## src/rtl/mips_avl_arbiter.sv

```systemverilog
// mips_avl_arbiter: shares one Avalon-MM slave between the CPU's
// instruction-fetch port (i_*) and data port (d_*), round-robin on ties.
//
// Ports:
//   clk, reset                      clock, async active-high reset
//   i_req/i_write/i_address/
//   i_byteenable/i_writedata        instruction port command
//   i_readdata, i_done              instruction port response
//   d_req/d_write/d_address/
//   d_byteenable/d_writedata        data port command
//   d_readdata, d_done              data port response
//   address/read/write/
//   byteenable/writedata            Avalon master command
//   readdata, waitrequest           Avalon slave response
//   grant, busy, timeout            status (grant: 0 = I, 1 = D)
module mips_avl_arbiter #(
    parameter int WAIT_LIMIT = 0
) (
    input  logic        clk,
    input  logic        reset,
    input  logic        i_req,
    input  logic        i_write,
    input  logic [31:0] i_address,
    input  logic [3:0]  i_byteenable,
    input  logic [31:0] i_writedata,
    output logic [31:0] i_readdata,
    output logic        i_done,
    input  logic        d_req,
    input  logic        d_write,
    input  logic [31:0] d_address,
    input  logic [3:0]  d_byteenable,
    input  logic [31:0] d_writedata,
    output logic [31:0] d_readdata,
    output logic        d_done,
    output logic [31:0] address,
    output logic        read,
    output logic        write,
    output logic [3:0]  byteenable,
    output logic [31:0] writedata,
    input  logic [31:0] readdata,
    input  logic        waitrequest,
    output logic        grant,
    output logic        busy,
    output logic        timeout
);

    localparam int CW = (WAIT_LIMIT > 0) ? $clog2(WAIT_LIMIT + 1) : 1;

    typedef enum logic [1:0] {
        S_IDLE = 2'd0,
        S_BUS  = 2'd1,
        S_DONE = 2'd2
    } state_t;

    state_t          r_state;
    state_t          w_next;
    logic            r_last;
    logic            r_grant;
    logic            r_wr;
    logic [31:0]     r_addr;
    logic [3:0]      r_be;
    logic [31:0]     r_wd;
    logic [31:0]     r_ird;
    logic [31:0]     r_drd;
    logic            r_to;
    logic [CW-1:0]   r_cnt;

    logic            w_any;
    logic            w_pick;
    logic            w_wait_exp;

    // On a tie the port that did not win last time gets the bus.
    assign w_any  = i_req | d_req;
    assign w_pick = (i_req & d_req) ? ~r_last : d_req;

    // The limit is reached on the WAIT_LIMIT-th stalled cycle.
    assign w_wait_exp = (WAIT_LIMIT > 0) &&
                        (r_cnt == CW'(WAIT_LIMIT - 1));

    always_comb begin
        w_next = r_state;
        unique case (r_state)
            S_IDLE: begin
                if (w_any)
                    w_next = S_BUS;
            end
            S_BUS: begin
                if (!waitrequest || w_wait_exp)
                    w_next = S_DONE;
            end
            S_DONE:  w_next = S_IDLE;
            default: w_next = S_IDLE;
        endcase
    end

    always_ff @(posedge clk or posedge reset) begin
        if (reset) begin
            r_state <= S_IDLE;
            r_last  <= 1'b1;
            r_grant <= 1'b0;
            r_wr    <= 1'b0;
            r_addr  <= '0;
            r_be    <= '0;
            r_wd    <= '0;
            r_ird   <= '0;
            r_drd   <= '0;
            r_to    <= 1'b0;
            r_cnt   <= '0;
        end else begin
            r_state <= w_next;
            r_to    <= 1'b0;
            case (r_state)
                S_IDLE: begin
                    if (w_any) begin
                        r_grant <= w_pick;
                        r_last  <= w_pick;
                        r_cnt   <= '0;
                        r_wr    <= w_pick ? d_write      : i_write;
                        r_addr  <= w_pick ? d_address    : i_address;
                        r_be    <= w_pick ? d_byteenable : i_byteenable;
                        r_wd    <= w_pick ? d_writedata  : i_writedata;
                    end
                end
                S_BUS: begin
                    if (!waitrequest) begin
                        if (!r_wr) begin
                            if (r_grant)
                                r_drd <= readdata;
                            else
                                r_ird <= readdata;
                        end
                    end else if (w_wait_exp) begin
                        r_to <= 1'b1;
                    end else if (WAIT_LIMIT > 0) begin
                        r_cnt <= r_cnt + 1'b1;
                    end
                end
                default: ;
            endcase
        end
    end

    // Outputs decode registered state only; nothing passes straight
    // through from the slave side.
    assign read       = (r_state == S_BUS) && !r_wr;
    assign write      = (r_state == S_BUS) &&  r_wr;
    assign address    = r_addr;
    assign byteenable = r_be;
    assign writedata  = r_wd;
    assign busy       = (r_state != S_IDLE);
    assign grant      = r_grant;
    assign i_done     = (r_state == S_DONE) && !r_grant;
    assign d_done     = (r_state == S_DONE) &&  r_grant;
    assign i_readdata = r_ird;
    assign d_readdata = r_drd;
    assign timeout    = r_to;

endmodule
```

## config.mk

```make
export PLATFORM = sky130hd
export DESIGN_NAME = mips_avl_arbiter
export DESIGN_NICKNAME = d
export VERILOG_FILES = /design/src/rtl/mips_avl_arbiter.sv
export SDC_FILE = /design/constraint.sdc
export NUM_CORES = 1
export LEC_CHECK = 0
export CORE_ASPECT_RATIO = 2
export CORE_MARGIN = 4
export CORE_UTILIZATION = 43
export DETAILED_ROUTE_END_ITERATION = 8
export MAX_ROUTING_LAYER = met4
export PLACE_DENSITY = 0.95
export SETUP_SLACK_MARGIN = 0.3
export SYNTH_ARGS = -nofsm -noshare
export SYNTH_HDL_FRONTEND = slang
export SYNTH_SLANG_ARGS = --single-unit
```

## constraint.sdc

```tcl
create_clock -name clk -period 10.8 [get_ports clk]
set_input_delay 3.24 -clock clk [delete_from_list [all_inputs] [get_ports clk]]
set_output_delay 3.24 -clock clk [all_outputs]
set_load 0.02 [all_outputs]
```

Figure 1. Routed metal, one colour a layer.
(3 px per µm) Only two layers are drawn.
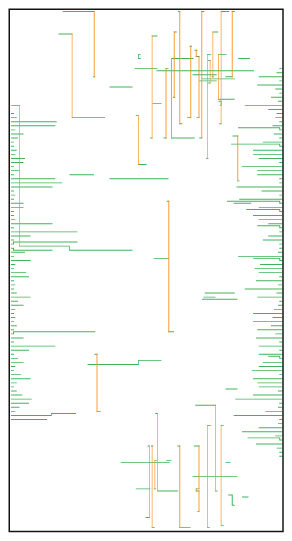
[met4] orange | wire length: 784 µm
[met3] green | wire length: 1300 µm

Figure 2. Close-up of the layout.
Region (30, 107) to (60, 137) µm. Cells in grey, sequential cells in the stronger grey; small squares are vias.
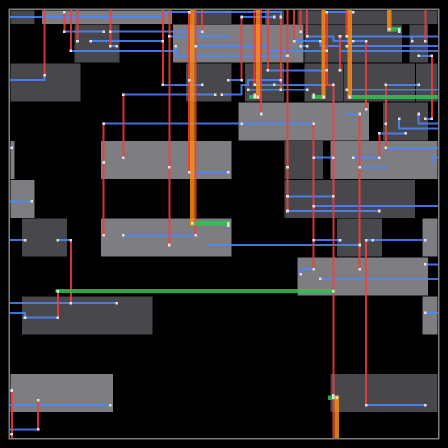
[met4] orange
[met1] blue
[met2] red
[met3] green
sequential cells in the window: 7
netlist names of flops here include: address (5)
most frequent: dfrtp_1 (7), a2bb2oi_1 (4), clkbuf_16 (4)
cells with their middle in the window: 23

==> impl_metrics.json <==
{
  "status": "completed",
  "syn_avg_cell_area_um2": 12.49,
  "largest_area_cell": "dfrtp_1",
  "htreeDepth": 4,
  "edf_count": 0,
  "arrival_ns": 5.63,
  "post_cts_resized": 0,
  "drt_iter0_markers": 251,
  "dpl_worst_slack_ns": 5.149,
  "worstSetupStartpointType": "input port",
  "path_buffers": 3,
  "numCtsBuffers": 17,
  "ctsHoldBuffers": 0,
  "dp_hpwl_um": 14800,
  "cts.sinks": 137,
  "globalplace.congestion": 0.8511,
  "max_stage_delay_ns": 0.63,
  "power_switching_mw": 1.145,
  "cp_cell_sequence": "clkdlybuf4s50_1 -> nor2_4 -> buf_4 -> nor2_4 -> buf_4 -> mux2_2",
  "startpoint": "i_req",
  "rsz0062_at_grt": "false",
  "dieArea_um2": 15760,
  "switching_share_pct": 37.42,
  "cts_tree": "done",
  "critical_path.top_delay_family": "buffers and inverters",
  "vias": 5327,
  "finalSetupViolations": 0,
  "cts.clk_slew.worst_paths_ns": 0.06,
  "powerDensity_nw_per_um2": 316.1,
  "critPathCaptureType": "flop",
  "async_reset_ff_share_pct": 100.0,
  "die_x_um": 90.79,
  "final_hold_viol_count": 0,
  "min_period_ns": 5.305,
  "path_max_fanout": 70,
  "crit_required_ns": 11.12,
  "hold_path.class": "reg2reg",
  "rrSetupSlack_ns": 8.19,
  "synthDistinctLibCells": 26,
  "leakage_nw": 3.956,
  "area.growth.synth_to_final_pct": 64.21,
  "ys.warnings.count": 0
}
Figure 3. M1 wires.
(3 px per µm) Supply wires on this layer in grey.
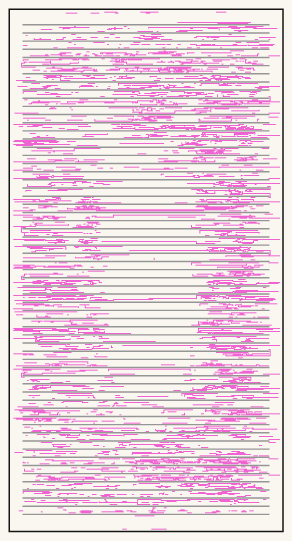
share of all routed wire: 37%
longest straight run: 52.4 µm
main direction: horizontal

-- area by class of cell --
cell class                      instances  share of cell area [%]
Timing Repair Buffer                  319                   32.81
Tap cell                              155                   2.004
Clock buffer                           18                   4.537
Sequential cell                       137                   35.43
Clock inverter                         14                   1.668
Inverter                                1                 0.06463
Multi-Input combinational cell        290                   23.49
-- layer usage --
metal	vias to the layer above	track usage (%)	routed length [µm]
li1	2345	-	-
met1	2630	28.83	7466
met2	285	45.40	10800
met3	67	6.082	1297
met4	0	11.78	784
met5	-	-	0
-- path summary, 6_finish.rpt --
kind,end,depth (start not counted)
max in group asynchronous,i_readdata[3]$_DFFE_PP0P_,3
min reg2reg,d_readdata[20]$_DFFE_PP0P_,1
max,r_last$_DFFE_PP1P_,6
max reg2reg,r_last$_DFFE_PP1P_,5
min,d_readdata[20]$_DFFE_PP0P_,1
min in group asynchronous,byteenable[3]$_DFFE_PP0P_,2
-- stage by stage --
stage	hold WS, ns	cells	cell area, µm²	total power, mW
4_1_cts	0.5010	934	9673	3.080
6_report	0.5052	934	9679	3.060
5_1_grt	0.5283	934	9679	3.204
3_5_place_dp	0.4872	902	9072	2.474
2_1_floorplan	0.6022	472	5894	1.728
3_3_place_gp	0.4676	902	9072	2.410
-- worst register-to-register path: stages (launching register included) --
cell and delay (ns):
dfrtp_1 0.41, or2_2 0.36, buf_4 0.36, nor2_4 0.35, buf_4 0.63, mux2_2 0.44
-- power groups by stage --
stage / registers, mW / clock network (mW) / logic [mW]
floorplan: 1.21 / 0 / 0.513
global placement: 0.919 / 0 / 1.49
detailed placement: 0.938 / 0 / 1.54
CTS: 0.936 / 0.601 / 1.54
global route: 0.966 / 0.626 / 1.61
finish: 0.938 / 0.588 / 1.53
-- cells in the final DEF, fill, tap and decap left out, drive strengths merged --
cell / n
a211oi: 69
a21bo: 1
a21boi: 1
a21o: 1
a2bb2oi: 69
and2: 1
and2b: 1
and3b: 1
buf: 7
bufinv: 2
clkbuf: 18
clkdlybuf4s50: 312
clkinv: 3
clkinvlp: 2
conb: 1
dfrtp: 136
dfstp: 1
inv: 8
mux2: 66
nand2: 69
nand2b: 1
nand3: 1
nor2: 5
nor3b: 1
nor4: 1
or2: 1
-- sequential cells by signal (all words and copies together) (netlist names), 2 cells and up --
signal	flops
address	32
byteenable	4
d_readdata	32
i_readdata	32
writedata	32
r_state	2
-- cell families after synthesis --
group	count (synthesis)	synth area share, %
AOI/OAI and AO/OA	141	19.53
buffers and inverters	45	3.481
DFF	137	58.18
muxes	66	12.61
other	1	0.06362
and+or+nand+nor	82	6.135
Power is estimated from default activity; no workload was simulated.
